`src/rtl/alu_result_writeback.sv`:
```
// alu_result_writeback
//
// Return path for the SIMD ALU. Takes one 1024-bit result (16 lanes x 64 bit,
// lane i at [64i+63:64i]) per transaction and, for add/multiply ops, writes it
// to the 512-bit data memory as two words: lanes 0-7 at base, lanes 8-15 at
// base+1 (mod 2^ADDR_W). Store/load ops are consumed without a memory write.
//
// Ports:
//   clk, rst_n        clock, asynchronous active-low reset
//   in_valid/in_ready result handshake (in_ready is combinational)
//   in_op             00 store, 01 load, 10 add, 11 multiply
//   in_data, in_addr  1024-bit result and destination base word address
//   mem_valid/ready   memory write handshake (registered request side)
//   mem_addr, wdata   registered write address and data
//   busy              state is not idle
//   result_count      number of fully written results, wraps at 2^CNT_W

module alu_result_writeback #(
    parameter int unsigned ADDR_W = 10,
    parameter int unsigned CNT_W  = 16
) (
    input  logic              clk,
    input  logic              rst_n,
    input  logic              in_valid,
    output logic              in_ready,
    input  logic [1:0]        in_op,
    input  logic [1023:0]     in_data,
    input  logic [ADDR_W-1:0] in_addr,
    output logic              mem_valid,
    input  logic              mem_ready,
    output logic [ADDR_W-1:0] mem_addr,
    output logic [511:0]      mem_wdata,
    output logic              busy,
    output logic [CNT_W-1:0]  result_count
);

    typedef enum logic [1:0] {StIdle, StLo, StHi} state_e;

    state_e              state_q, state_d;
    // Only the upper half needs holding: the lower half goes straight into
    // the write-data register on accept.
    logic [511:0]        hi_q, hi_d;
    logic [ADDR_W-1:0]   addr_q, addr_d;
    logic                mem_valid_q, mem_valid_d;
    logic [ADDR_W-1:0]   mem_addr_q, mem_addr_d;
    logic [511:0]        mem_wdata_q, mem_wdata_d;
    logic [CNT_W-1:0]    count_q, count_d;
    logic                accept;

    // A new result can enter while the final (HI) word is being taken.
    assign in_ready = (state_q == StIdle) || ((state_q == StHi) && mem_ready);
    assign accept   = in_valid && in_ready;

    always_comb begin
        state_d     = state_q;
        hi_d        = hi_q;
        addr_d      = addr_q;
        mem_valid_d = mem_valid_q;
        mem_addr_d  = mem_addr_q;
        mem_wdata_d = mem_wdata_q;
        count_d     = count_q;

        unique case (state_q)
            StLo: begin
                if (mem_ready) begin
                    state_d     = StHi;
                    mem_addr_d  = addr_q + ADDR_W'(1);
                    mem_wdata_d = hi_q;
                end
            end
            StHi: begin
                if (mem_ready) begin
                    count_d     = count_q + CNT_W'(1);
                    state_d     = StIdle;
                    mem_valid_d = 1'b0;
                end
            end
            default: ;
        endcase

        // Accept overrides the HI completion's return to idle.
        if (accept) begin
            hi_d   = in_data[1023:512];
            addr_d = in_addr;
            if (in_op[1]) begin
                state_d     = StLo;
                mem_valid_d = 1'b1;
                mem_addr_d  = in_addr;
                mem_wdata_d = in_data[511:0];
            end else begin
                state_d     = StIdle;
                mem_valid_d = 1'b0;
            end
        end
    end

    always_ff @(posedge clk or negedge rst_n) begin
        if (!rst_n) begin
            state_q     <= StIdle;
            hi_q        <= '0;
            addr_q      <= '0;
            mem_valid_q <= 1'b0;
            mem_addr_q  <= '0;
            mem_wdata_q <= '0;
            count_q     <= '0;
        end else begin
            state_q     <= state_d;
            hi_q        <= hi_d;
            addr_q      <= addr_d;
            mem_valid_q <= mem_valid_d;
            mem_addr_q  <= mem_addr_d;
            mem_wdata_q <= mem_wdata_d;
            count_q     <= count_d;
        end
    end

    assign mem_valid    = mem_valid_q;
    assign mem_addr     = mem_addr_q;
    assign mem_wdata    = mem_wdata_q;
    assign busy         = (state_q != StIdle);
    assign result_count = count_q;

endmodule

```
`config.mk`:
```
export PLATFORM = sky130hd
export DESIGN_NAME = alu_result_writeback
export DESIGN_NICKNAME = d
export VERILOG_FILES = /design/src/rtl/alu_result_writeback.sv
export SDC_FILE = /design/constraint.sdc
export NUM_CORES = 2
export LEC_CHECK = 0
export ABC_AREA = 1
export CAP_MARGIN = 20
export CORE_AREA = 4 4 613 615
export CTS_CLUSTER_DIAMETER = 100
export DETAILED_ROUTE_END_ITERATION = 7
export DIE_AREA = 0 0 617 619
export DONT_BUFFER_PORTS = 1
export MAX_ROUTING_LAYER = met4
export PLACE_DENSITY = 0.32
export SLEW_MARGIN = 10
export SYNTH_ARGS = -nofsm -noshare
export SYNTH_HDL_FRONTEND = slang
export SYNTH_SLANG_ARGS = --single-unit
```
`constraint.sdc`:
```
create_clock -name clk -period 1.95 [get_ports clk]
set_clock_uncertainty 0.15 [all_clocks]
set_input_delay 0.39 -clock clk [delete_from_list [all_inputs] [get_ports clk]]
set_output_delay 0.39 -clock clk [all_outputs]
set_load 0.05 [all_outputs]
```
==> ci_impl_report.md <==
## PnR job results

| Metric | Value |
|---|---|
| Status | complete, but fails checks |
| Failing checks | hold timing, setup timing |
| Top routing layer in use | met4 |
| Number of global-route vias before repair | 47359 |
| Reg2reg start | state_q[0]$_DFFE_PN0P_ |
| Final setup fails | 753 |
| Antenna diode count | 82 |
| # Cells Yosys | 5226 |
| Setup ws final | -187 ps |
| Logic area | 0.0172 mm2 |
| Multi-input comb cells | 3787 |
| Hold Slack | -892 ps |
| Synth area leaders | dfrtp_1 (59%), nand2_1 (22%), o21a_1 (8.5%) |
| Post-CTS Hold Fix Bufs | 1294 |
| Yosys stat area | 0.0453 mm2 |
| Via count | 45248 |
| Drc violations | 0 |
| Final Hold Fails | 493 |
| Layout Cells excl Fill | 12268 |
| Initial antenna violation count | 117 |
| Largest net degree at the start of global routing | 209 |
==> layout by cell type, fill, tap and decap left out, types with 4 or more instances in the layout <==
master,netlist,routed
dfrtp_2,0,273
buf_4,10,225
buf_16,0,58
o21ai_0,26,24
bufinv_16,0,5
o21a_1,512,512
o21ai_1,3,5
nand2_1,2664,2623
dfrtp_4,0,32
dfrtp_1,1063,758
nand2_4,0,9
nand3_2,2,9
clkbuf_16,0,178
nand2_2,2,33
xor2_1,6,6
nor2_1,25,25
buf_6,0,160
buf_12,0,194
clkinv_2,0,15
nand4_1,4,4
nand3_1,531,521
buf_8,0,97
clkbuf_8,0,25
clkbuf_1,112,47
bufbuf_16,0,13
diode_2,0,82
inv_1,25,25
dlygate4sd3_1,0,1294
inv_6,0,9
==> through the flow <==
stage               setup TNS, ps  util, %  setup slack (ps)
detailed placement        -441630     15.0             -1390
global placement          -452800     15.0             -1360
global route              -152670     21.6              -302
finish                     -49510     21.6              -187
CTS                        -93190     21.2              -312
floorplan                       0        -              46.0
==> what timing repair did <==
item	4_1_cts	5_1_grt
setup buffers	100	15
gates cloned	35	28
gates resized	1086	102
hold endpoints to repair	1594	493
endpoints found under the setup margin	1193	1614
pin swaps	2	2
==> sequential cells by signal (all words and copies together) (netlist names) <==
register and count:
addr_q 10, mem_wdata 512, state_q 2, mem_addr 10, hi_q 512, mem_valid 1
result_count 16
==> power by group through the flow <==
stage / registers [uW] / logic [uW] / clock network, uW
floorplan: 58200 / 20700 / 0
global placement: 51500 / 55700 / 0
detailed placement: 51500 / 55800 / 0
CTS: 53400 / 67400 / 29000
global route: 54500 / 73300 / 29700
finish: 53200 / 67300 / 27900
==> cell usage after synthesis <==
cell and number:
o21a_1 512, dfrtp_1 1063, nor2_1 25, nand4_1 4, xor2_1 6, o21ai_1 3, nand3_1 531, nor3_1 1
nand3b_1 3, xnor2_1 3, clkbuf_1 112, buf_2 211, inv_2 5, buf_1 13, nand2_2 2, nand2_1 2664
o21ai_0 26, inv_1 25, buf_4 10, nand3_2 2, or2_2 3, ha_1 2
==> cells by family (layout without fill, tap and decap cells) <==
group	Yosys count	count (layout)	share of synthesized area, %
AOI/OAI and AO/OA	541	541	8.81
xor gates and xnor gates	9	9	0.174
adders and majority gates	2	2	0.0553
buffers and inverters	376	2364	3.78
DFF	1063	1063	58.8
other	0	82	0
and+or+nand+nor	3235	3235	28.4
==> worst max-delay path, delay by kind of cell (launching register included) <==
kind / cells / cell delay [ps]
simple gates: 2 / 180
flops: 1 / 390
buf+inv: 2 / 240
==> worst max-delay path by stage <==
stage | from | to | slack (ps) | cells past startpoint
2_1_floorplan | state_q[0]$_DFFE_PN0P_ | mem_wdata[498]$_DFF_PN0_ | 50 | 8
3_3_place_gp | rst_n | hi_q[7]$_DFFE_PN0P_ | -1360 | 3
3_5_place_dp | rst_n | mem_wdata[7]$_DFF_PN0_ | -1390 | 3
4_1_cts | state_q[0]$_DFFE_PN0P_ | in_ready | -310 | 4
5_1_grt | state_q[0]$_DFFE_PN0P_ | in_ready | -300 | 4
6_report | state_q[0]$_DFFE_PN0P_ | in_ready | -190 | 4
Figure 1. Sequential cells grouped by signal name.
Bar = 200 um.
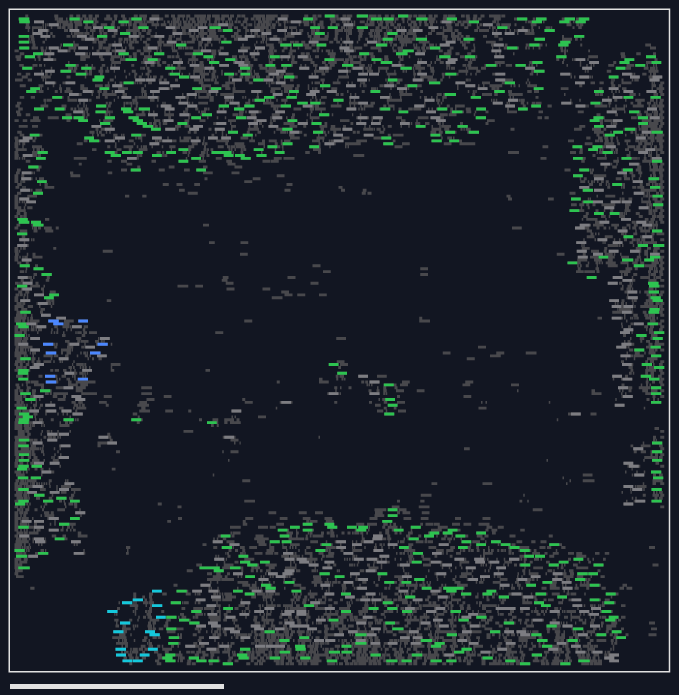
`result_count`: marked cyan, flops 16, where south-west. `mem_addr`: marked blue, flops 10, where west. `mem_wdata`: marked green, flops 512, where spread over the die.
Another 525 sequential cells are not colored.

Figure 2. Congestion heat map.
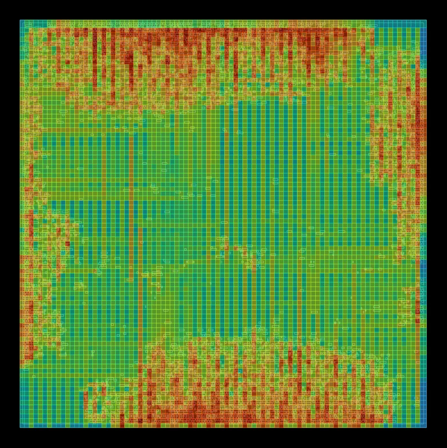
Most Crowded Layer GR: met2
post-layout util: 21.6%
Total GRT Usage: 16.7%

Figure 3. Wires at chosen ports, followed through buffers.
Bar = 200 um.
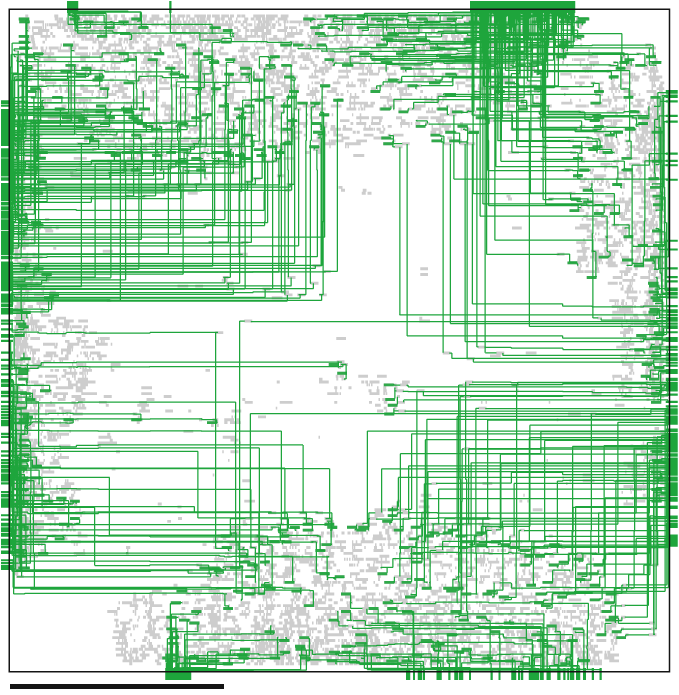
`mem_wdata`: marked green, bits 512, direction output, edge 201 west, 127 east, 116 north, 68 south, end cells 512, buffers 302, wire 93.8 mm.

Figure 4. The metal 1 layer.
Bar = 200 um. Supply wires on this layer in gray. Cells faint in the background.
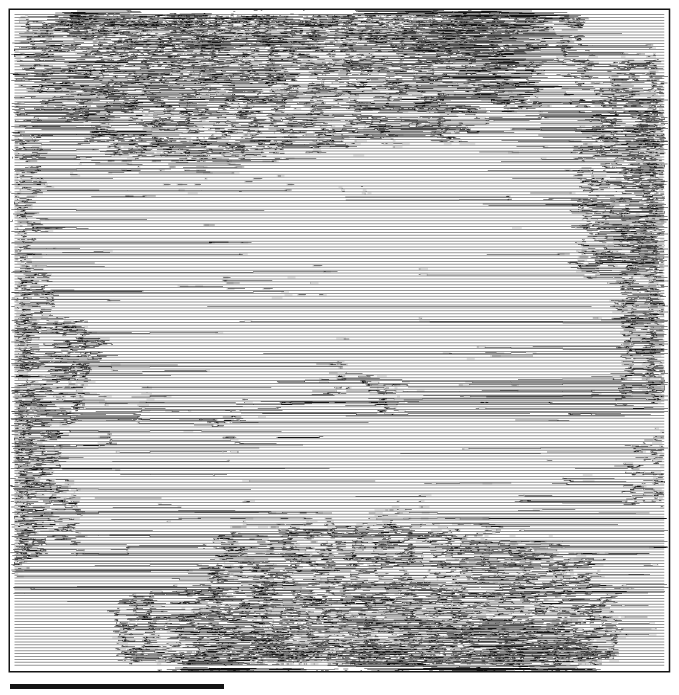
The layer carries 131 mm of wire. 7394 nets have wire on it. The wires run mostly horizontal. The layer holds 40% of the routed length.

Figure 5. Wiring by layer.
Only two layers are drawn.
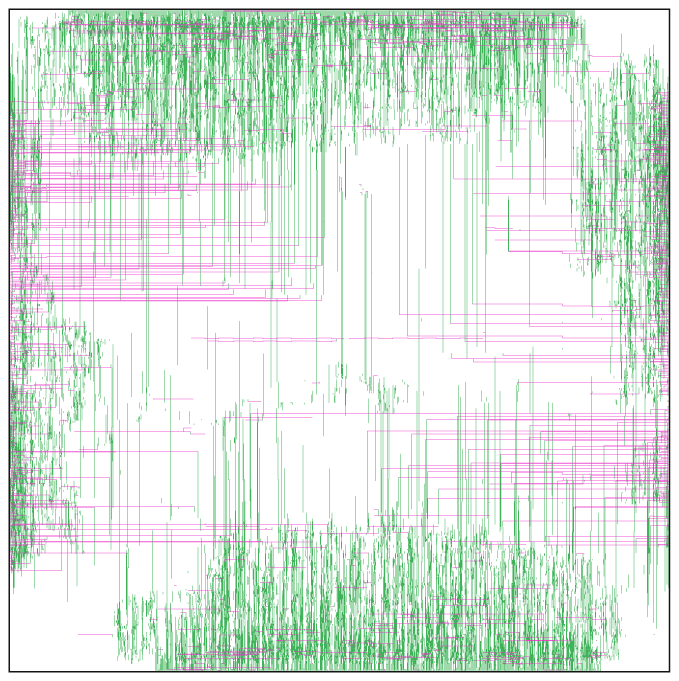
metal 2: marked green, wire length 152 mm. metal 3: marked magenta, wire length 38.2 mm.

No activity file was given, so power comes from the tool's default toggle rates.
